==> images/congestion.png <==
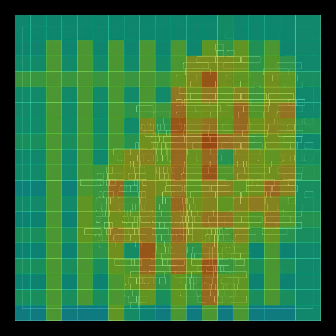
==> images/flops_by_reg.png <==
Drawn at 3 px/um.
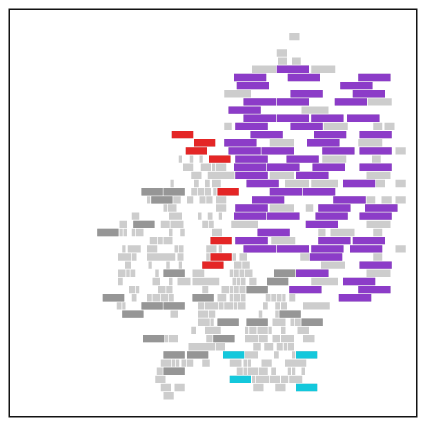
==> images/sizes.png <==
Drawn at 3 px/um.
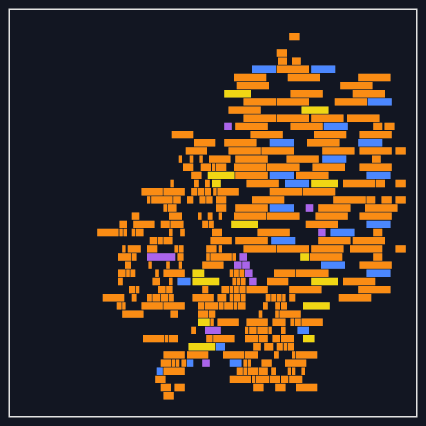
==> config.mk <==
export PLATFORM = sky130hd
export DESIGN_NAME = reflet_uart_rx_fifo
export DESIGN_NICKNAME = d
export VERILOG_FILES = /design/src/rtl/reflet_uart_rx_fifo_pkg.sv /design/src/rtl/reflet_fifo_sync.sv /design/src/rtl/reflet_uart_rx_fifo.sv
export SDC_FILE = /design/constraint.sdc
export NUM_CORES = 1
export LEC_CHECK = 0
export CORE_MARGIN = 3
export CORE_UTILIZATION = 25
export DETAILED_ROUTE_END_ITERATION = 7
export SYNTH_ARGS = -nofsm -noshare
export SYNTH_HDL_FRONTEND = slang
export SYNTH_HIERARCHICAL = 1
export SYNTH_SLANG_ARGS = --single-unit
==> constraint.sdc <==
create_clock -name clk -period 4.2 [get_ports clk]
set_input_delay 0.63 -clock clk [delete_from_list [all_inputs] [get_ports clk]]
set_output_delay 0.63 -clock clk [all_outputs]
set_load 0.005 [all_outputs]
==> reports/results.ini <==
[status]
run_status = finished clean

[power_and_ir_drop]
p_switching_uw = 655
ir_drop_mv = 0.181
p_per_area_nw_per_um2 = 496
p_leak_nw = 1.70
power_frac_seq_pct = 45.5
comb-power_uw = 526

[worst_setup_path]
cp.buffers_inverters = 3
cp_top_family = simple AND/OR/NAND/NOR gates
crit_type = reg -> out
cpMaxStageDelayCell = nor2_1
cp.required_ns = 3.57
worst-path-stages = 7
path_cells = inv_1, ha_1, or3b_1, inv_1, nor2_1, a22o_1, clkdlybuf4s50_1

[synthesis]
ys_seq_share_pct = 62.7
aoi_share_pct = 7.63
syn-num-nets = 316

[sta]
maxSlewViolCount = 0
worstMarginPinSlew_ns = 0.910
hold_violations = 0

[grt]
antenna_found_initial = 0
overflow = 0
grt_max_degree = 25

[drt]
drt_wl_total_um = 7560
ant_nets = 0
first_pass_iters = 4
via_per_inst = 4.40

[finish]
layout.cells.most_common = edfxtp_1
buf_share_pct = 4.95
final_cells = 542
seq_cells = 99
comb_area_share_pct = 29.2

[floorplanning]
die_w_um = 135
placementRows = 46
die_y_um = 135
core_util_floorplan_pct = 26.0
dieArea_um2 = 18300

[cts]
clk_latency_ns = 0.35
numCtsBuffers = 9
cts.clk_slew.worst_paths_ns = 0.07
ctsHoldBuffers = 0
htreeDepth = 3
cts_tree = done

[min_path]
hold_depth = 1

[job]
drv_cap = 0

About congestion.png:
met2 usage: 15.0%
met1 usage: 10.7%

About flops_by_reg.png:
| color | netlist name | sequential cells |
|---|---|---|
| purple | u_fifo/r_mem | 64 |
| cyan | u_fifo/level | 4 |
| red | r_data | 8 |
not colored: 23
Reg area: 2620 um2
flop share of the area: 53.4%
Seq group: 1.11 mW
Final Util: 30.5%

About sizes.png:
| color | size | cells | share |
|---|---|---|---|
| blue | _2 cells | 22 | 6.7% |
| orange | _0 and _1 cells | 279 | 86% |
| purple | _3 and _4 cells | 11 | 3.4% |
| yellow | _6 and larger | 14 | 4.3% |
area delta synth->final: 17.3%
fin worst setup slack: 0.991 ns
Signal buffers: 26
Finished Cell Area: 4910 um2

Power is estimated from default activity; no workload was simulated.
